`src/rtl/mux_scan_pkg.sv`:
```
// rtl/mux_scan_pkg.sv - shared constants and state type for the mux scan controller
package mux_scan_pkg;
  localparam int N_CH  = 4;
  localparam int SEL_W = 2;
  localparam int CNT_W = 8;

  typedef enum logic {
    IDLE = 1'b0,
    SCAN = 1'b1
  } state_t;
endpackage

```
`src/rtl/mux_scan_controller_if.sv`:
```
// rtl/mux_scan_controller_if.sv - control/select/snapshot bundle between scanner and its user/mux
interface mux_scan_if;
  import mux_scan_pkg::*;

  logic             start;
  logic             cont;
  logic [N_CH-1:0]  mask;
  logic             mux_out;
  logic [SEL_W-1:0] S;
  logic [N_CH-1:0]  sample;
  logic             valid;
  logic             busy;

  modport slave  (input  start, cont, mask, mux_out,
                  output S, sample, valid, busy);
  modport master (output start, cont, mask, mux_out,
                  input  S, sample, valid, busy);
endinterface

```
`src/rtl/mux_next_channel.sv`:
```
// rtl/mux_next_channel.sv - next higher enabled channel above i_cur (or lowest, with i_from_below)
module mux_next_channel
  import mux_scan_pkg::*;
(
  input  logic [N_CH-1:0]  i_mask,
  input  logic [SEL_W-1:0] i_cur,
  input  logic             i_from_below,
  output logic [SEL_W-1:0] o_next,
  output logic             o_last
);
  // Descending walk so the lowest qualifying channel is the one left standing.
  always_comb begin
    o_next = i_cur;
    o_last = 1'b1;
    for (int k = N_CH - 1; k >= 0; k--) begin
      if (i_mask[k] && (i_from_below || (SEL_W'(k) > i_cur))) begin
        o_next = SEL_W'(k);
        o_last = 1'b0;
      end
    end
  end
endmodule

```
`src/rtl/mux_scan_controller.sv`:
```
// rtl/mux_scan_controller.sv - steps the 4:1 mux select over enabled channels and
// captures one bit per channel after a programmable dwell, emitting a 4-bit snapshot.
module mux_scan_controller
  import mux_scan_pkg::*;
#(
  parameter int unsigned DWELL = 4
) (
  input  logic      clk,
  input  logic      rst_n,
  mux_scan_if.slave bus
);
  state_t           r_state, w_state_nxt;
  logic [CNT_W-1:0] r_cnt, w_cnt_nxt;
  logic [N_CH-1:0]  r_mask, w_mask_nxt;
  logic [N_CH-1:0]  r_shadow, w_shadow_nxt;
  logic [SEL_W-1:0] r_sel, w_sel_nxt;
  logic [N_CH-1:0]  r_sample, w_sample_nxt;
  logic             r_valid, w_valid_nxt;
  logic             r_busy, w_busy_nxt;

  logic [SEL_W-1:0] w_next_sel, w_first_sel;
  logic             w_last, w_first_none;
  logic             w_capture;
  logic [N_CH-1:0]  w_shadow_cap;

  mux_next_channel u_next (
    .i_mask       (r_mask),
    .i_cur        (r_sel),
    .i_from_below (1'b0),
    .o_next       (w_next_sel),
    .o_last       (w_last)
  );

  // Looks at the live mask input: used both for a fresh start and a continuous relatch.
  mux_next_channel u_first (
    .i_mask       (bus.mask),
    .i_cur        ('0),
    .i_from_below (1'b1),
    .o_next       (w_first_sel),
    .o_last       (w_first_none)
  );

  assign w_capture = (r_state == SCAN) && (r_cnt == CNT_W'(DWELL - 1));

  always_comb begin
    w_shadow_cap        = r_shadow;
    w_shadow_cap[r_sel] = bus.mux_out;
  end

  always_comb begin
    w_state_nxt  = r_state;
    w_cnt_nxt    = r_cnt;
    w_mask_nxt   = r_mask;
    w_shadow_nxt = r_shadow;
    w_sel_nxt    = r_sel;
    w_sample_nxt = r_sample;
    w_valid_nxt  = 1'b0;
    w_busy_nxt   = r_busy;
    case (r_state)
      IDLE: begin
        if (bus.start && !w_first_none) begin
          w_mask_nxt   = bus.mask;
          w_sel_nxt    = w_first_sel;
          w_cnt_nxt    = '0;
          w_shadow_nxt = '0;
          w_busy_nxt   = 1'b1;
          w_state_nxt  = SCAN;
        end
      end
      SCAN: begin
        if (!w_capture) begin
          w_cnt_nxt = r_cnt + 1'b1;
        end else begin
          w_cnt_nxt    = '0;
          w_shadow_nxt = w_shadow_cap;
          if (!w_last) begin
            w_sel_nxt = w_next_sel;
          end else begin
            w_sample_nxt = w_shadow_cap & r_mask;
            w_valid_nxt  = 1'b1;
            if (bus.cont && !w_first_none) begin
              w_mask_nxt   = bus.mask;
              w_sel_nxt    = w_first_sel;
              w_shadow_nxt = '0;
            end else begin
              w_state_nxt = IDLE;
              w_busy_nxt  = 1'b0;
            end
          end
        end
      end
      default: w_state_nxt = IDLE;
    endcase
  end

  always_ff @(posedge clk or negedge rst_n) begin
    if (!rst_n) begin
      r_state  <= IDLE;
      r_cnt    <= '0;
      r_mask   <= '0;
      r_shadow <= '0;
      r_sel    <= '0;
      r_sample <= '0;
      r_valid  <= 1'b0;
      r_busy   <= 1'b0;
    end else begin
      r_state  <= w_state_nxt;
      r_cnt    <= w_cnt_nxt;
      r_mask   <= w_mask_nxt;
      r_shadow <= w_shadow_nxt;
      r_sel    <= w_sel_nxt;
      r_sample <= w_sample_nxt;
      r_valid  <= w_valid_nxt;
      r_busy   <= w_busy_nxt;
    end
  end

  assign bus.S      = r_sel;
  assign bus.sample = r_sample;
  assign bus.valid  = r_valid;
  assign bus.busy   = r_busy;
endmodule

```
`src/flat_wrapper.sv`:
```
// flat-port wrapper written by rule: the top's interface ports become plain ports
module mux_scan_controller_flat import mux_scan_pkg::*;
#(
  parameter int unsigned DWELL = 4
)
  (clk, rst_n, bus_start, bus_cont, bus_mask, bus_mux_out, bus_S, bus_sample, bus_valid, bus_busy);
  mux_scan_if bus_i ();
  input  logic clk;
  input  logic rst_n;
  input wire logic [$bits(bus_i.start)-1:0] bus_start;
  input wire logic [$bits(bus_i.cont)-1:0] bus_cont;
  input wire logic [$bits(bus_i.mask)-1:0] bus_mask;
  input wire logic [$bits(bus_i.mux_out)-1:0] bus_mux_out;
  output wire logic [$bits(bus_i.S)-1:0] bus_S;
  output wire logic [$bits(bus_i.sample)-1:0] bus_sample;
  output wire logic [$bits(bus_i.valid)-1:0] bus_valid;
  output wire logic [$bits(bus_i.busy)-1:0] bus_busy;
  assign bus_i.start = bus_start;
  assign bus_i.cont = bus_cont;
  assign bus_i.mask = bus_mask;
  assign bus_i.mux_out = bus_mux_out;
  assign bus_S = bus_i.S;
  assign bus_sample = bus_i.sample;
  assign bus_valid = bus_i.valid;
  assign bus_busy = bus_i.busy;
  mux_scan_controller #(.DWELL(DWELL)) u_core (.clk(clk), .rst_n(rst_n), .bus(bus_i));
endmodule
```
`config.mk`:
```
export PLATFORM = sky130hd
export DESIGN_NAME = mux_scan_controller_flat
export DESIGN_NICKNAME = d
export VERILOG_FILES = /design/src/rtl/mux_scan_pkg.sv /design/src/rtl/mux_scan_controller_if.sv /design/src/rtl/mux_next_channel.sv /design/src/rtl/mux_scan_controller.sv /design/src/flat_wrapper.sv
export SDC_FILE = /design/constraint.sdc
export NUM_CORES = 1
export LEC_CHECK = 0
export ABC_AREA = 1
export CELL_PAD_IN_SITES_DETAIL_PLACEMENT = 0
export CELL_PAD_IN_SITES_GLOBAL_PLACEMENT = 1
export CORE_ASPECT_RATIO = 1.25
export CORE_MARGIN = 5
export CORE_UTILIZATION = 40
export DETAILED_ROUTE_END_ITERATION = 12
export GPL_ROUTABILITY_DRIVEN = 0
export PLACE_DENSITY_LB_ADDON = 0.2
export SETUP_SLACK_MARGIN = 0.3
export SYNTH_ARGS = -nofsm -noshare
export SYNTH_HDL_FRONTEND = slang
export SYNTH_HIERARCHICAL = 1
export SYNTH_SLANG_ARGS = --single-unit
```
`constraint.sdc`:
```
create_clock -name clk -period 1.8 [get_ports clk]
set_input_delay 0.18 -clock clk [delete_from_list [all_inputs] [get_ports clk]]
set_output_delay 0.18 -clock clk [all_outputs]
set_load 0.1 [all_outputs]
```
Run 1, routing congestion:
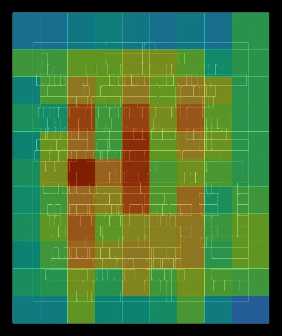
DR WL/cell: 12.37 um
GR Util met2: 0.2696
All-Layer GR Usage: 0.1495

Run 1, M3 wires:
Scale bar: 20 um. Cells faint in the background.
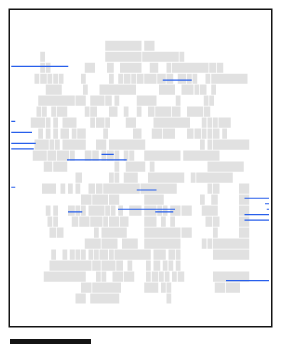
share of all routed wire = 3.2%
wire length on this layer = 110 um
nets with wire on the layer = 18
main direction = horizontal
longest straight run = 14.5 um
met3 GRT Util: 0.01857
vias: 1,369
DRT Wirelength: 3452 um

==> results.json, run 1 <==
{
  "ys_seq_share": 0.4202,
  "route.met3.wl_um": 109,
  "synth_warnings": 6,
  "critPathArrivalTime_ns": 1.65,
  "postSynthCellCount": 199,
  "setup_violations": 0,
  "layout.area.seq_um2": 633.1,
  "comb_power_uw": 1820,
  "holdWs_ns": 0.2749,
  "p_sw_uw": 1550,
  "status": "finished clean",
  "syn_avg_cell_area_um2": 7.482,
  "edf_count": 0,
  "mux_area_frac": 0,
  "rows": 24,
  "setup_ws_ns": 0.3126,
  "crit_buf_inv": 1,
  "placed_area_um2": 1785,
  "clkCellAreaFrac": 0.02309,
  "chipHeight_um": 78.21,
  "largest_reg_flops": 8,
  "crit_chain": "nand3_2, nand2_2, nand2_4, nor2_4, inv_2, o21ai_4, nand3_2, nand2_1, nand2_1",
  "path_class": "reg2reg",
  "pwr-share-clk": 0.105,
  "crit_end": "u_core/r_mask[0]$_DFFE_PN0P_",
  "ant_nets": 0,
  "clk-power_uw": 333,
  "most_common_cell": "nand2_1",
  "largest_class": "logic gates",
  "finish.net_count": 251,
  "hpwl_um": 2650,
  "comb_share": 0.4426,
  "root_buffer": "clkbuf_8",
  "powerDensity_nw_per_um2": 1620,
  "cts_tree": "built",
  "comb_power_share": 0.575,
  "ir_drop_mv": 0.7667,
  "fin_setup_tns_ns": 0,
  "fp_util": 0.4202,
  "seq_area_frac": 0.3246,
  "ys_area_um2": 1489,
  "worstHoldPathType": "in2async",
  "ff_count": 25,
  "cts_sinks": 25,
  "synth_top_area_share": 0.4202,
  "clkLatencyLatePin_ns": 0.26,
  "logic_gates": 157,
  "inverters": 24,
  "adder_share": 0.008403
}
Run 1, met1 routing:
Scale bar: 20 um.
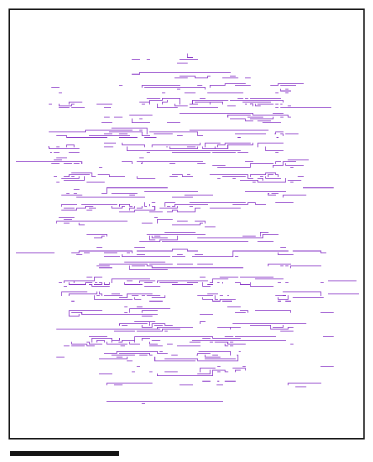
main direction = horizontal
wire length on this layer = 1,600 um
nets with wire on the layer = 226
share of all routed wire = 46%
met1 Resource Use GR: 0.1820

==> run 2, diff against run 1 <==
Settings changed: CORE_UTILIZATION 40 to 36.
Clock period 1.8 ns to 1.2 ns, I/O delays scaled along.
==> run 2 against run 1 <==
Critical path type unchanged. Routed wire length up 18%. Largest power group unchanged. First-iteration DRC count rose by 6.0%. Critical path depth stayed put. Sequential power up about 50%. Design area up 32%. The run now ends with setup timing left.
==> results.json, run 2 <==
{
  "synth_warnings": 6,
  "setup_ws_ns": -0.2973,
  "ff_count": 25,
  "holdWs_ns": 0.2003,
  "setup_violations": 25,
  "route.met3.wl_um": 94,
  "placed_area_um2": 2157,
  "clkCellAreaFrac": 0.01802,
  "syn_avg_cell_area_um2": 7.482,
  "ant_nets": 0,
  "clk-power_uw": 516,
  "seq_area_frac": 0.2494,
  "cts_sinks": 25,
  "crit_end": "u_core/r_mask[3]$_DFFE_PN0P_",
  "logic_gates": 158,
  "status": "finished, violations left",
  "comb_power_uw": 4190,
  "root_buffer": "clkbuf_8",
  "mux_area_frac": 0,
  "fin_setup_tns_ns": -4.157,
  "comb_power_share": 0.674,
  "comb_share": 0.4262,
  "pwr-share-clk": 0.083,
  "clkLatencyLatePin_ns": 0.27,
  "crit_buf_inv": 1,
  "inverters": 24,
  "ys_area_um2": 1489,
  "violations": "setup timing",
  "chipHeight_um": 81.90,
  "ys_seq_share": 0.4202,
  "crit_chain": "nand3_2, nand2_2, nand2_2, nor2_4, inv_2, o21ai_4, nand3_4, nand2_2, nand2_2",
  "edf_count": 0,
  "adder_share": 0.008403
}
Run 2, local utilization:
7 x 8 tiles, from white (low) to dark blue (high), 0 to 100% covered.
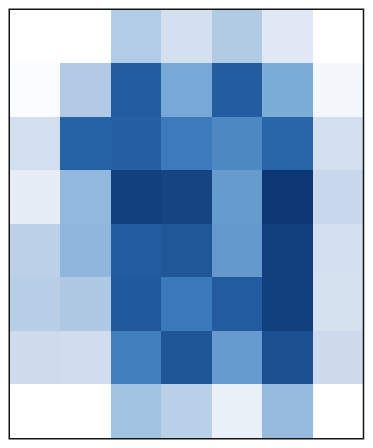
nearly empty tiles = 11%
mean over tiles = 45%
fullest tile = 97%
densest ninth of the die = middle
tiles over 75% full = 29%
Initial Util: 0.3691
Core ar.: 4034 um^2
post-layout util: 0.6368

Run 2, M3 wires:
Scale bar: 20 um. Cells faint in the background.
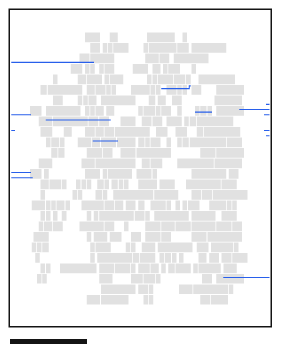
wire length on this layer = 94.5 um
nets with wire on the layer = 14
main direction = horizontal
share of all routed wire = 2.3%
longest straight run = 21.2 um
vias: 1,501
met3 GRT Util: 0.02326
DRT Wirelength: 4089 um

Run 2, routing congestion:
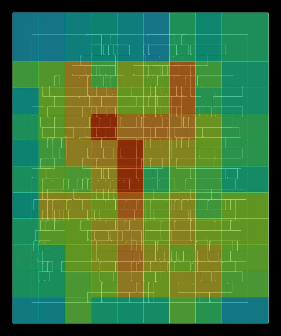
All-Layer GR Usage: 0.1606
DR WL/cell: 12.50 um
global route hottest layer: met2
met1 Resource Use GR: 0.1817
GR Util met2: 0.3048

Power and IR drop assume default switching activity.
